==> src/rtl/pp_axi_rd_arb.sv <==
// Two-requester AXI read-port arbiter: requester 0 has priority, requester 1
// is protected by a starvation guard. An in-order tag FIFO records the owner
// of each issued burst so that returning R beats reach the right requester.
module pp_axi_rd_arb #(
  parameter int unsigned P_AW          = 32,
  parameter int unsigned P_DW          = 32,
  parameter int unsigned P_OUTSTANDING = 4,
  parameter int unsigned P_STARVE      = 3
) (
  input  logic            clk_core,
  input  logic            rst_x,

  input  logic            i_arvalid_0,
  output logic            o_arready_0,
  input  logic [P_AW-1:0] i_araddr_0,
  input  logic [3:0]      i_arlen_0,
  output logic            o_rvalid_0,
  output logic [P_DW-1:0] o_rdata_0,
  output logic            o_rlast_0,
  input  logic            i_rready_0,

  input  logic            i_arvalid_1,
  output logic            o_arready_1,
  input  logic [P_AW-1:0] i_araddr_1,
  input  logic [3:0]      i_arlen_1,
  output logic            o_rvalid_1,
  output logic [P_DW-1:0] o_rdata_1,
  output logic            o_rlast_1,
  input  logic            i_rready_1,

  output logic            o_arvalid_m,
  input  logic            i_arready_m,
  output logic [P_AW-1:0] o_araddr_m,
  output logic [3:0]      o_arlen_m,
  output logic [3:0]      o_arid_m,
  input  logic            i_rvalid_m,
  input  logic [P_DW-1:0] i_rdata_m,
  input  logic            i_rlast_m,
  output logic            o_rready_m
);

  localparam int unsigned PW = $clog2(P_OUTSTANDING);
  localparam int unsigned CW = PW + 1;
  localparam int unsigned SW = (P_STARVE < 1) ? 1 : $clog2(P_STARVE + 1);

  typedef enum logic {
    ST_IDLE,
    ST_ISSUE
  } ar_state_e;

  ar_state_e                state_q, state_d;
  logic [P_AW-1:0]          araddr_q, araddr_d;
  logic [3:0]               arlen_q, arlen_d;
  logic [3:0]               arid_q, arid_d;
  logic [SW-1:0]            starve_q, starve_d;
  logic [P_OUTSTANDING-1:0] tag_q, tag_d;
  logic [PW-1:0]            wptr_q, wptr_d;
  logic [PW-1:0]            rptr_q, rptr_d;
  logic [CW-1:0]            cnt_q, cnt_d;

  logic nonempty;
  logic head;
  logic pop;
  logic full_eff;
  logic grant;
  logic sel1;

  // R routing to the owner at the FIFO head, plus grant decision
  always_comb begin
    nonempty    = (cnt_q != '0);
    head        = tag_q[rptr_q];
    o_rvalid_0  = nonempty && !head && i_rvalid_m;
    o_rvalid_1  = nonempty &&  head && i_rvalid_m;
    o_rlast_0   = nonempty && !head && i_rlast_m;
    o_rlast_1   = nonempty &&  head && i_rlast_m;
    o_rdata_0   = (nonempty && !head) ? i_rdata_m : '0;
    o_rdata_1   = (nonempty &&  head) ? i_rdata_m : '0;
    o_rready_m  = nonempty && (head ? i_rready_1 : i_rready_0);
    pop         = i_rvalid_m && o_rready_m && i_rlast_m;
    // a slot freed by this cycle's pop is usable by this cycle's grant
    full_eff    = (cnt_q == CW'(P_OUTSTANDING)) && !pop;
    sel1        = i_arvalid_1 && (!i_arvalid_0 || (starve_q == SW'(P_STARVE)));
    grant       = rst_x && (state_q == ST_IDLE) && !full_eff
                  && (i_arvalid_0 || i_arvalid_1);
    o_arready_0 = grant && !sel1;
    o_arready_1 = grant &&  sel1;
  end

  // Next-state: AR channel FSM, starvation counter, tag FIFO
  always_comb begin
    state_d  = state_q;
    araddr_d = araddr_q;
    arlen_d  = arlen_q;
    arid_d   = arid_q;
    starve_d = starve_q;
    tag_d    = tag_q;
    wptr_d   = wptr_q;
    rptr_d   = rptr_q;
    cnt_d    = cnt_q;

    case (state_q)
      ST_IDLE: begin
        if (grant) begin
          state_d  = ST_ISSUE;
          araddr_d = sel1 ? i_araddr_1 : i_araddr_0;
          arlen_d  = sel1 ? i_arlen_1 : i_arlen_0;
          arid_d   = {3'b000, sel1};
        end
      end
      ST_ISSUE: begin
        if (i_arready_m) state_d = ST_IDLE;
      end
      default: state_d = ST_IDLE;
    endcase

    if (grant) begin
      if (sel1 || !i_arvalid_1) starve_d = '0;
      else if (starve_q != SW'(P_STARVE)) starve_d = starve_q + 1'b1;
    end

    if (grant) begin
      tag_d[wptr_q] = sel1;
      wptr_d        = wptr_q + 1'b1;
    end
    if (pop) rptr_d = rptr_q + 1'b1;
    if (grant && !pop) cnt_d = cnt_q + 1'b1;
    else if (pop && !grant) cnt_d = cnt_q - 1'b1;
  end

  // State registers
  always_ff @(posedge clk_core or negedge rst_x) begin
    if (!rst_x) begin
      state_q  <= ST_IDLE;
      araddr_q <= '0;
      arlen_q  <= '0;
      arid_q   <= '0;
      starve_q <= '0;
      tag_q    <= '0;
      wptr_q   <= '0;
      rptr_q   <= '0;
      cnt_q    <= '0;
    end else begin
      state_q  <= state_d;
      araddr_q <= araddr_d;
      arlen_q  <= arlen_d;
      arid_q   <= arid_d;
      starve_q <= starve_d;
      tag_q    <= tag_d;
      wptr_q   <= wptr_d;
      rptr_q   <= rptr_d;
      cnt_q    <= cnt_d;
    end
  end

  assign o_arvalid_m = (state_q == ST_ISSUE);
  assign o_araddr_m  = araddr_q;
  assign o_arlen_m   = arlen_q;
  assign o_arid_m    = arid_q;

endmodule

==> config.mk <==
export PLATFORM = sky130hd
export DESIGN_NAME = pp_axi_rd_arb
export DESIGN_NICKNAME = d
export VERILOG_FILES = /design/src/rtl/pp_axi_rd_arb.sv
export SDC_FILE = /design/constraint.sdc
export NUM_CORES = 1
export LEC_CHECK = 0
export CAP_MARGIN = 20
export CELL_PAD_IN_SITES_DETAIL_PLACEMENT = 1
export CELL_PAD_IN_SITES_GLOBAL_PLACEMENT = 1
export CORE_MARGIN = 2
export CORE_UTILIZATION = 26
export CTS_CLUSTER_SIZE = 10
export DETAILED_ROUTE_END_ITERATION = 8
export PLACE_DENSITY = 0.92
export SETUP_SLACK_MARGIN = 0.3
export SLEW_MARGIN = 20
export SYNTH_ARGS = -nofsm -noshare
export SYNTH_HDL_FRONTEND = slang
export SYNTH_SLANG_ARGS = --single-unit
==> constraint.sdc <==
create_clock -name clk_core -period 6.2 [get_ports clk_core]
set_input_delay 0.93 -clock clk_core [delete_from_list [all_inputs] [get_ports clk_core]]
set_output_delay 0.93 -clock clk_core [all_outputs]
set_load 0.02 [all_outputs]
Fig. 1: run 1, metal layers overlaid
Scale: 2 px per µm. Only two layers are drawn.
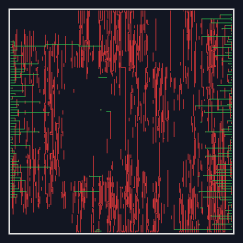
Red is met2, wire length 5910 µm. Green is met3, wire length 742 µm.
drt wl/cell: 16.5 µm
via count: 3127
routed wire length: 10900 µm
GRT Total Usage: 0.175

Fig. 2: run 1, placement view
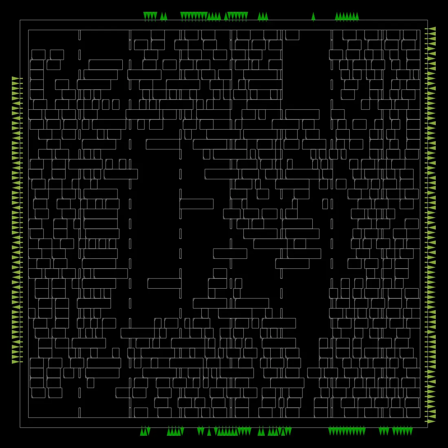
core area: 11400 µm²
sequential cell area share: 0.234
fillers: 1262
Flops: 51
std cell rows: 39

Fig. 3: run 1, pin map
Scale: 4 px per µm. Pins as bars across the die edge, other pins in grey.
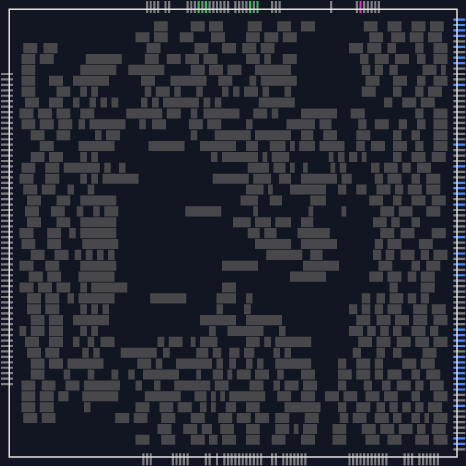
Magenta is o_rlast_1, pins 1, direction output, edge north. Green is i_arlen_1, pins 4, direction input, edge north. Blue is i_rdata_m, pins 32, direction input, edge east.
All pins by edge: 80 east, 58 west, 51 south, 36 north.

Fig. 4: run 1, M2 wires
Scale: 4 px per µm.
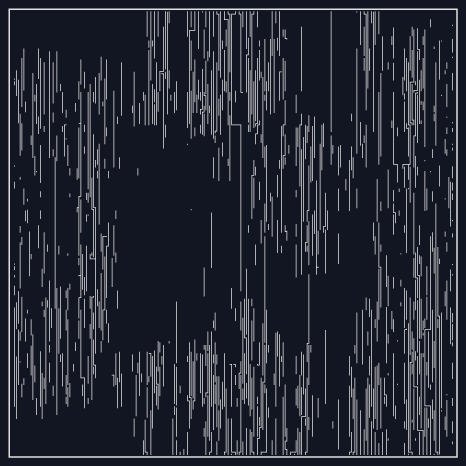
The layer holds 54% of the routed length. 579 nets have wire on it. The layer carries 5910 µm of wire. The longest straight run is 62.0 µm. The wires run mostly vertical.
Global Route met2 Usage: 0.339

[run 1: power breakdown]
part	internal [µW]	switching, µW
clock	158	109
sequential	496	104
combinational	870	930
total	1520	1140
[run 1: registers in the layout, indices dropped and copies added (netlist names)]
register and cells:
o_araddr_m 32, o_arlen_m 4, tag_q 4, cnt_q 3, rptr_q 2, starve_q 2, wptr_q 2, o_arid_m 1
o_arvalid_m 1
[run 1: kinds of logic after synthesis]
logic type / Yosys count / synth area share
simple gates: 87 / 0.176
compound gates: 81 / 0.142
flops: 51 / 0.424
mux: 44 / 0.154
buf+inv: 35 / 0.0524
fa+ha+maj: 7 / 0.0316
xor+xnor: 6 / 0.0175
other cells: 1 / 0.00125
[run 1: stage by stage]
step                instance area, µm²  instances  setup WS, ns
floorplan                         3010        314          3.12
global placement                  5320        657          2.23
detailed placement                5320        657          2.07
CTS                               5460        664          2.07
global route                      5460        664          1.91
finish                            5460        664          2.14
[run 1: worst min-delay path by stage]
stage,startpoint,end
after floorplan,rptr_q[1]$_DFFE_PN0P_,rptr_q[1]$_DFFE_PN0P_
after detailed placement,rptr_q[1]$_DFFE_PN0P_,rptr_q[1]$_DFFE_PN0P_
after global placement,starve_q[0]$_DFFE_PN0P_,starve_q[0]$_DFFE_PN0P_
after global routing,rptr_q[1]$_DFFE_PN0P_,rptr_q[1]$_DFFE_PN0P_
final,rptr_q[1]$_DFFE_PN0P_,rptr_q[1]$_DFFE_PN0P_
after CTS,rptr_q[1]$_DFFE_PN0P_,rptr_q[1]$_DFFE_PN0P_
[run 1: placed cells by master, fill, tap and decap left out, types with 2 or more instances in the layout]
cell and count:
and2_1 68, o41ai_1 2, xor2_1 3, mux2i_1 37, nand2_1 3, clkdlybuf4s50_1 220
buf_4 6, ha_1 6, nor3_1 2, o21ai_0 77, clkbuf_16 5, mux2_2 5
or3b_1 4, inv_1 7, xnor2_1 3, nor2_1 6, dfrtp_1 51, conb_1 3
[run 1: worst max-delay path: cells and delay by family]
kind                   cells  cell delay (ns)
AOI/OAI and AO/OA          1             0.20
and+or+nand+nor            2             0.44
buffers and inverters      4             1.55
[run 1: metal layers]
layer,part of all wire,vias up,routed length (µm),GRT usage
met1,0.38,1503,4130,0.188
met5,0,-,0,0
met3,0.068,12,741,0.0452
li1,-,1464,-,-
met4,0.015,0,161,0.0420
met2,0.54,148,5910,0.339
[run 1: cell type report]
| cell class | count | area [µm²] | share of cell area |
|---|---|---|---|
| inverters | 8 | 30.0 | 0.00550 |
| well taps | 143 | 179 | 0.0328 |
| repair buffers | 227 | 2250 | 0.412 |
| multi-input cells | 228 | 1580 | 0.290 |
| clock buffers | 6 | 139 | 0.0254 |
| clock inverters | 1 | 5.00 | 0.000916 |
| flip-flops and latches | 51 | 1280 | 0.234 |
==> results.toml, run 1 <==
# synthesis and place-and-route metrics
[run_status]
status = "completed"

[clocking]
htreeDepth = 2
post_cts_buffers = 0
cts_buffer_depth = 2
cts.sinks = 51
cts_resized = 0
root_buffer = "clkbuf_16"
cts_tree = "done"
cts_buffers = 5
hold_buffers = 0
clock_latency_ns = 0.28
clk_pin_slew_ns = 0.06

[sta]
min_period_ns = 4.06
tightest_slew_ns = 0.656
slew_headroom = 0.563
hold_viol_final = 0
tns_ns = 0
drv_slew = 0
setup_viol = 0
hold_ws_ns = 0.487
clock_skew_ns = 0.00561
fin_crit_sh = 0.656
rsz0062_at_grt = "false"
fmax_ghz = 0.246

[layout]
final_nets = 641
postLayoutCoreUtil = 0.480
layout-drive-gt1-share = 0.0461
diodes = 0
area_delta_synth_final_pct = 81.7

[yosys]
postSynthSeqShare = 0.424
ys_warn_count = 0
ys_cells = 312
synthTopCellsByArea = "dfrtp_1, and2_1, o21ai_0"
common_cells = "o21ai_0, and2_1, dfrtp_1"
synth_cell_types = 29
synth_top_area_share = 0.424
flop_cell = "dfrtp_1"
syn_area_um2 = 3010
top_cell = "o21ai_0"
postSynthAreaPerCell_um2 = 9.64
ys_area_um2 = 3010
synthArstFlopShare = 1.00
ys.flops = 51
edf_count = 0
largest_area_cell = "dfrtp_1"
synth_cells = 312

[detailed_routing]
route.detailed.drc = 0
drtPass1Iterations = 4
viasPerCell = 4.71
drtAntennaViolNets = 0
drtIter0Drc = 163

[grt]
antenna_found_initial = 0
grt_pass1_wl_um = 17700
first_global_vias = 3419
grt_overflow = 0
grt_max_degree = 53

[critical_path]
ff2ff_setup_slack_ns = 2.62
startpoint_type = "input pin"
cp_max_fo = 52
critical_path.max_stage_delay_ns = 0.62
critPathArrivalTime_ns = 3.13
crit_top_cell = "buf_4"
worstReg2RegEnd = "cnt_q[1]$_DFFE_PN0P_"
cp-end-kind = "output pin"
path_class = "in -> out"
r2r_start = "rptr_q[0]$_DFFE_PN0P_"
slowest_stage = "clkdlybuf4s50_1"
cp.required_ns = 5.27
startpoint = "rst_x"
ff2ff_path_depth = 10
crit_chain = "buf_2, buf_4, o211ai_1, buf_4, or2_1, nor2_1, clkdlybuf4s50_1"
crit_path_end = "o_arready_0"

[floorplanning]
io-pin-count = 225
die_area_um2 = 12400
fp.dieH_um = 112
fp_util = 0.264
dieWidth_um = 112

[placement]
routabilityCongestion = 0.892
placement.io_buffers = 221
hpwl_um = 8780

[run]
warnings = 29
maxCapViolations = 0

[power_and_ir_drop]
powerDensity_nw_per_um2 = 488
power_leakage_uw = 0.00219
finalPower_uw = 2670
vdd_drop_max_mv = 0.278

[min_path]
hp-class = "reg -> reg"
hold_depth = 1
## Run 2: what changed since run 1
--- a/config.mk
+++ b/config.mk
@@ -9,10 +9,10 @@
 export CELL_PAD_IN_SITES_DETAIL_PLACEMENT = 1
 export CELL_PAD_IN_SITES_GLOBAL_PLACEMENT = 1
 export CORE_MARGIN = 2
-export CORE_UTILIZATION = 26
+export CORE_UTILIZATION = 21
 export CTS_CLUSTER_SIZE = 10
 export DETAILED_ROUTE_END_ITERATION = 8
-export PLACE_DENSITY = 0.92
+export PLACE_DENSITY = 0.8
 export SETUP_SLACK_MARGIN = 0.3
 export SLEW_MARGIN = 20
 export SYNTH_ARGS = -nofsm -noshare
==> constraint.sdc (replaced) <==
create_clock -name clk_core -period 3.4 [get_ports clk_core]
set_input_delay 0.51 -clock clk_core [delete_from_list [all_inputs] [get_ports clk_core]]
set_output_delay 0.51 -clock clk_core [all_outputs]
set_load 0.02 [all_outputs]
==> run 2 against run 1 <==
Compared with the run above:
- sequential share of layout area shrank 0.24 points
- area after synthesis stayed put
- clock skew up 0.00085 ns
- via count decreased by 0.35%
- sequential cell count is the same
==> results.toml, run 2 <==
# synthesis and place-and-route metrics
[run_status]
status = "completed"

[yosys]
synthArstFlopShare = 1.00
flop_cell = "dfrtp_1"
synth_top_area_share = 0.424
synth_cell_types = 29
top_cell = "o21ai_0"
ys_cells = 312
edf_count = 0
synthTopCellsByArea = "dfrtp_1, and2_1, o21ai_0"
common_cells = "o21ai_0, and2_1, dfrtp_1"
ys_warn_count = 0
ys_area_um2 = 3010
largest_area_cell = "dfrtp_1"
ys.flops = 51
synth_cells = 312
syn_area_um2 = 3010
postSynthSeqShare = 0.424

[critical_path]
startpoint_type = "register"
r2r_start = "rptr_q[0]$_DFFE_PN0P_"
ff2ff_setup_slack_ns = 0.48
path_delay_family = "multiplexers"
critical_path.max_stage_delay_ns = 0.56
slowest_stage = "mux4_2"
crit_chain = "mux4_2, mux2i_1, o211a_4, or2_4, nor2_1, dlygate4sd2_1"
cp-end-kind = "output pin"
cp.depth = 6
cp_max_fo = 8
critical_path_buf_inv_count = 1
cp.required_ns = 2.89

[power_and_ir_drop]
vdd_drop_max_mv = 0.364
finalPower_uw = 4860
power_leakage_uw = 0.00220

[run]
maxCapViolations = 0
warnings = 29

[floorplanning]
fp_util = 0.216
io-pin-count = 225
dieWidth_um = 124
placementRows = 43
core_um2 = 13900
fp.dieH_um = 124
die_area_um2 = 15300

[layout]
final_nets = 644
layout.area.comb_um2 = 1580
largest_reg_flops = 32
final_layout_top_logic_cells = "clkdlybuf4s50_1, o21ai_0, and2_1"
layout_top_cell = "clkdlybuf4s50_1"
postLayoutCoreUtil = 0.396
area_delta_synth_final_pct = 83.6
diodes = 0
seqCellArea_um2 = 1280
layout-drive-gt1-share = 0.0516

[sta]
fin_crit_sh = 0.882
min_period_ns = 3.00
tightest_slew_ns = 0.681
rsz0062_at_grt = "false"
setup_viol = 0
tns_ns = 0
fmax_ghz = 0.333
hold_viol_final = 0
clock_skew_ns = 0.00646

[grt]
grt_pass1_wl_um = 17100
first_global_vias = 3251
grt_util_met2 = 0.273
antenna_found_initial = 0
top_usage_layer = "met2"
grt_util_met1 = 0.151
grt_util_met3 = 0.0522

[clocking]
clock_latency_ns = 0.30
htreeDepth = 2
cts.sinks = 51
cts_buffers = 5
post_cts_buffers = 0
clk_pin_slew_ns = 0.07
cts_buffer_depth = 2

[detailed_routing]
drtAntennaViolNets = 0
drtIter0Drc = 90
viasPerCell = 4.43

[min_path]
hp-class = "in -> async"
==> run 2: cell counts after synthesis <==
No cell type changed its count.
==> run 2: cell families (layout without fill, tap and decap cells) <==
group | count (synthesis) | after routing | synth area share
other cells | 1 | 3 | 0.00125
buf+inv | 35 | 244 | 0.0524
fa+ha+maj | 7 | 7 | 0.0316
mux | 44 | 44 | 0.154
simple gates | 87 | 87 | 0.176
compound gates | 81 | 81 | 0.142
xor+xnor | 6 | 6 | 0.0175
flops | 51 | 51 | 0.424
==> run 2: worst max-delay path by stage <==
stage	start	endpoint	slack [ns]
after detailed placement	rptr_q[0]$_DFFE_PN0P_	o_arready_1	0.37
after CTS	rptr_q[0]$_DFFE_PN0P_	o_arready_1	0.31
after global routing	rptr_q[0]$_DFFE_PN0P_	o_arready_1	0.30
final	rptr_q[0]$_DFFE_PN0P_	o_arready_1	0.40
after global placement	rptr_q[0]$_DFFE_PN0P_	o_arready_1	0.39
after floorplan	rptr_q[0]$_DFFE_PN0P_	cnt_q[2]$_DFFE_PN0P_	0.57
==> run 2: repair_timing <==
item                       in CTS  in global routing
hold buffers                    0                  0
resized                         2                  1
setup endpoints to repair       2                  3
gates cloned                    0                  0
pin swaps                       0                  0
==> run 2: through the flow <==
step	setup WS [ns]	hold slack, ns	std cells	cell area (µm²)
after CTS	0.311	0.392	703	5520
after floorplan	0.574	0.214	314	3010
after global placement	0.389	0.466	697	5390
after global routing	0.302	0.439	703	5520
final	0.400	0.365	703	5520
after detailed placement	0.368	0.492	697	5390
==> run 2: final cells by class <==
| cell class | instances | area share |
|---|---|---|
| Multi-Input combinational cell | 228 | 0.287 |
| Timing Repair Buffer | 230 | 0.412 |
| Sequential cell | 51 | 0.231 |
| Clock inverter | 1 | 0.00136 |
| Inverter | 8 | 0.00544 |
| Clock buffer | 5 | 0.0227 |
| Tap cell | 180 | 0.0408 |
==> run 2: power breakdown <==
| group | switching, µW | leakage (µW) | internal, µW |
|---|---|---|---|
| sequential | 181 | 0.000632 | 903 |
| clock | 229 | 0.0000618 | 265 |
| combinational | 1680 | 0.00151 | 1590 |
==> run 2: layer usage <==
metal	up-vias	share of wire
met5	-	0
met2	159	0.50
met1	1476	0.37
met3	9	0.12
met4	0	0.010
li1	1472	-
Fig. 5: run 2, metal layers overlaid
Scale: 2 px per µm. Only two layers are drawn.
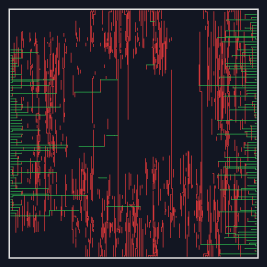
Green is met3, wire length 1330 µm. Red is met2, wire length 5670 µm.
GRT Total Usage: 0.144
routed wire length: 11300 µm
via count: 3116
drt wl/cell: 16.1 µm

Power is estimated from default activity; no workload was simulated.
